### Power grid

Pins as bars on the die edge. Tap cells in grey.
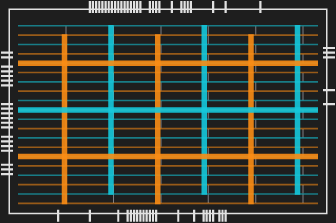
### Cell classes on the final placement

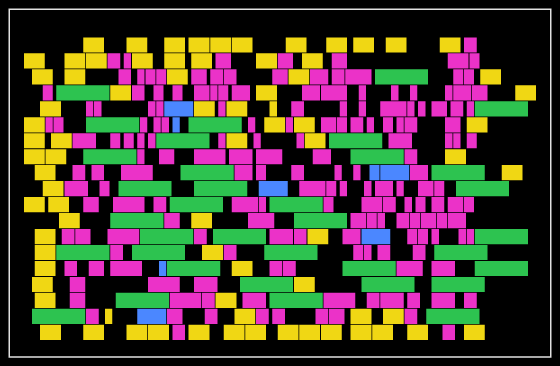
### Clock distribution

Bar = 20 microns.
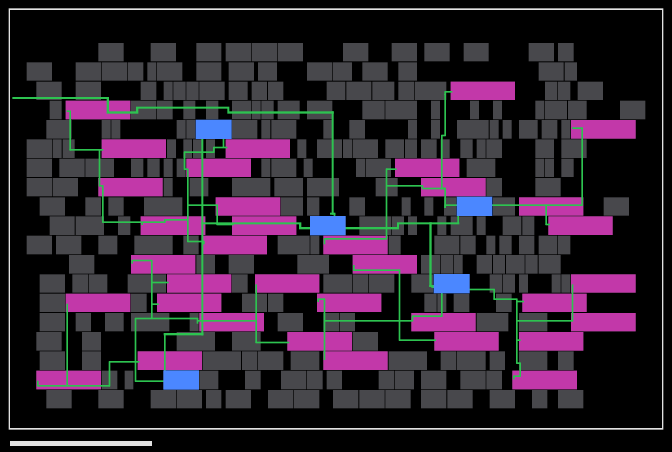
Design fibo_job_arbiter, sky130hd; sources not shown.
==> ci_impl_report.md <==
## Implementation flow summary

| Metric | Value |
|---|---|
| Status | `finished with violations` |
| Failing checks | `capacitance limit, slew limit` |
| Dominant cell area share | `40.3%` |
| Synth top area cells | `dfrtp_1 40%, mux2_4 6.9%, and2_1 5.5%` |
| Vias | `1853` |
| Crit. End Element | `output port` |
| Vias per inst | `5.18` |
| Yosys adder share | `4.60%` |
| Clk ins delay skew pair | `290 ps` |
| Hold path cells | `2` |
| PwrDens | `264 nW/um^2` |
| Clock Sinks | `35` |
| Root buffer cell | `clkbuf_8` |
| Syn nets | `271` |
| Net Sw Frac | `40.7%` |
| CTS tree | `yes` |
| XOR Share, Synth | `0%` |
| Number of fill cells | `398` |
| Netlist Area Pre-Place | `2180 sq um` |
| Chip Area, Yosys | `2180 sq um` |
| CP delay by family, top | `buffers and inverters` |
| Ao+oa area frac | `13.2%` |
| Post-CTS setup buffers | `0` |
| Max reg flops | `16` |
| Post-synth seq share | `40.3%` |
| Drt total wl | `5590 microns` |
| Clk slew on worst S/H paths | `70 ps` |
| Leading area contributor after synthesis | `dfrtp_1` |
| Worst-Margin Slew | `1940 ps` |
| Count leader, synth | `dfrtp_1` |
| Worst path buffer plus inverter count | `3` |
| Setup_tns | `0 ps` |
| CP Max Fanout | `7` |
| Total GRT Usage | `22.1%` |
| Synth top cells by count | `35 x dfrtp_1, 30 x nand2_1, 19 x and2_1` |
| Arrival time of the worst setup path | `5160 ps` |
| WL per Instance | `15.6 microns` |
| Slew Limit Fails | `53` |
| Vias in the first global route | `1846` |
| Fp_density | `48.2%` |
| Crit-path slowest cell | `dlygate4sd3_1` |
| Area Overhead vs Synth | `36.6%` |
| WS Path Type | `in -> out` |
| Largest net degree at the start of global routing | `36` |
| Drt pass-1 iters | `4` |
| Synth async-reset ratio | `100%` |
| Fin crit period | `7790 ps` |
| Initial antenna violation count | `0` |
| NetSw | `0.319 mW` |
| Flop pwr share | `33.9%` |
| Final nets | `345` |
| Slew headroom | `-29.6%` |
| PnR worst setup slack | `963 ps` |
| Syn avg cell area | `9.89 sq um` |
| Flip-flops with a built-in enable | `0` |
| Dpl cell area | `2940 sq um` |
| Post-CTS Resized | `0` |
| Setup Skew | `4.81 ps` |
| N_diodes | `0` |
| Post-DP HPWL | `4140 microns` |
| Ports | `76` |
| Site Rows | `19` |
| Max-cap violations | `2` |
| Synth flops | `35` |
| Comb power frac | `51.7%` |
| Yosys cell count | `220` |
| Die Area | `5430 sq um` |
| Hold_buf cts | `0` |
| DRC viols | `0` |
| Basic Gates by Area | `25.6%` |
| DP Worst Slack | `1120 ps` |
| WP depth | `7` |
| CP required | `6120 ps` |
| FMAX | `0.128 GHz` |
| P_int | `0.466 mW` |
| PortBufs | `75` |
| CP Launch Type | `input port` |
| Synth Instances | `220` |
| CTS buffer count | `5` |
| Layout cells sized above 1 | `11.9%` |
| CTS max path bufs | `2` |
| Cell Chain, Critical Path | `dlygate4sd3_1 -> mux2i_1 -> a211oi_1 -> ha_1 -> inv_1 -> nor2_1 -> dlygate4sd3_1` |
| Unrepaired setup endpoints after global routing | `false` |
| Crit path top cell by count | `dlygate4sd3_1` |
| LEAKAGE | `1.48 nW` |
| Htree depth | `2` |
| DRT iter0 DRCs | `115` |
| Synth warn | `0` |
| Total power | `0.785 mW` |
| Unique masters post-synth | `41` |
| Fin crit share | `89.0%` |
| R2r worst-path depth | `11` |
| First-pass GRT wire length | `9190 microns` |
| Log Warnings | `31` |
| Final hold violation count | `0` |
| R2R Setup Slk | `4080 ps` |
| Biggest cell delay along the critical path | `670 ps` |
| Overflow after GRT | `0` |
| Final setup fails | `0` |
| Ys flop type | `dfrtp_1` |
| Post-synthesis mux area share | `11.0%` |
| Synth logic family | `simple AND/OR/NAND/NOR gates` |
| Hold WC Path Type | `reg -> reg` |
| Final ANT Viol Nets | `0` |
Back to the opening pictures, 'Power grid':
Orange stands for VSS. Cyan stands for VDD.
6 straps on met4. 20 met1 rails follow the rows. 63 tap cells.
die height: 59 microns
CORE AREA: 4520 sq um
Die W: 92 microns
IR Drop Worst-Case VDD: 0.158 mV

Back to the opening pictures, 'Cell classes on the final placement':
Yellow stands for other buffers and delay cells, cells 77, share of their area 26%. Magenta stands for all other logic, cells 175, share of their area 41%. Blue stands for clock drivers and dummy loads, cells 8, share of their area 2.8%. Green stands for flip-flops, cells 35, share of their area 30%.
sequential cell area share: 29.5%
final core occ: 65.8%
Final Cell Area: 2970 sq um

Back to the opening pictures, 'Clock distribution':
Green stands for clock wires, length 495 microns. Blue stands for cells driving clock nets, count 5. Magenta stands for flip-flops, count 35.
There are 6 routed clock nets.
Clk power: 0.113 mW
power share of the clock group: 14.4%

## worst min-delay path, cell delays in order (launching register included)
cell and delay (ps):
dfrtp_1 340, nand2_1 50, o21ai_0 60
## cells in the final DEF (no fill, tap or decap), drive strengths merged, types with 2 or more instances in the layout
cell,synthesis,layout
clkdlybuf4s50,0,40
dfrtp,35,35
dlygate4sd3,0,35
nand2,30,30
and2,22,22
and3,18,18
mux2,17,17
inv,9,9
a21oi,9,9
clkbuf,7,9
ha,8,8
o21ai,7,7
nand3,7,7
nor2,5,5
nor3,5,5
o22ai,5,5
nor2b,4,4
nand2b,3,3
a221oi,3,3
a22oi,3,3
a21o,3,3
a22o,3,3
or4,2,2
## per-stage QoR
| step | cells | hold WS, ps |
|---|---|---|
| 3_3_place_gp | 350 | 456 |
| 4_1_cts | 358 | 483 |
| 5_1_grt | 358 | 514 |
| 2_1_floorplan | 220 | 438 |
| 6_report | 358 | 485 |
| 3_5_place_dp | 350 | 467 |
## area by class of cell
type | instances | area (sq um) | share of cell area (%)
Multi-Input combinational cell | 166 | 1140 | 38.5
Sequential cell | 35 | 876 | 29.5
Timing Repair Buffer | 77 | 758 | 25.5
Clock inverter | 1 | 5.00 | 0.168
Clock buffer | 7 | 76.3 | 2.57
Inverter | 9 | 33.8 | 1.14
Tap cell | 63 | 78.8 | 2.65
## routing by layer
layer | share of wire [%] | track usage [%]
met2 | 44 | 34.5
met5 | 0 | 0
met4 | 0.91 | 5.76
met1 | 52 | 31.6
met3 | 3.7 | 5.09
## power by group through the flow
stage / Sequential [mW] / Clock (mW) / Combinational, mW
global placement: 0.266 / 0 / 0.427
global route: 0.275 / 0.123 / 0.444
detailed placement: 0.268 / 0 / 0.438
finish: 0.266 / 0.113 / 0.406
floorplan: 0.268 / 0 / 0.309
CTS: 0.267 / 0.117 / 0.441
Power is estimated from default activity; no workload was simulated.
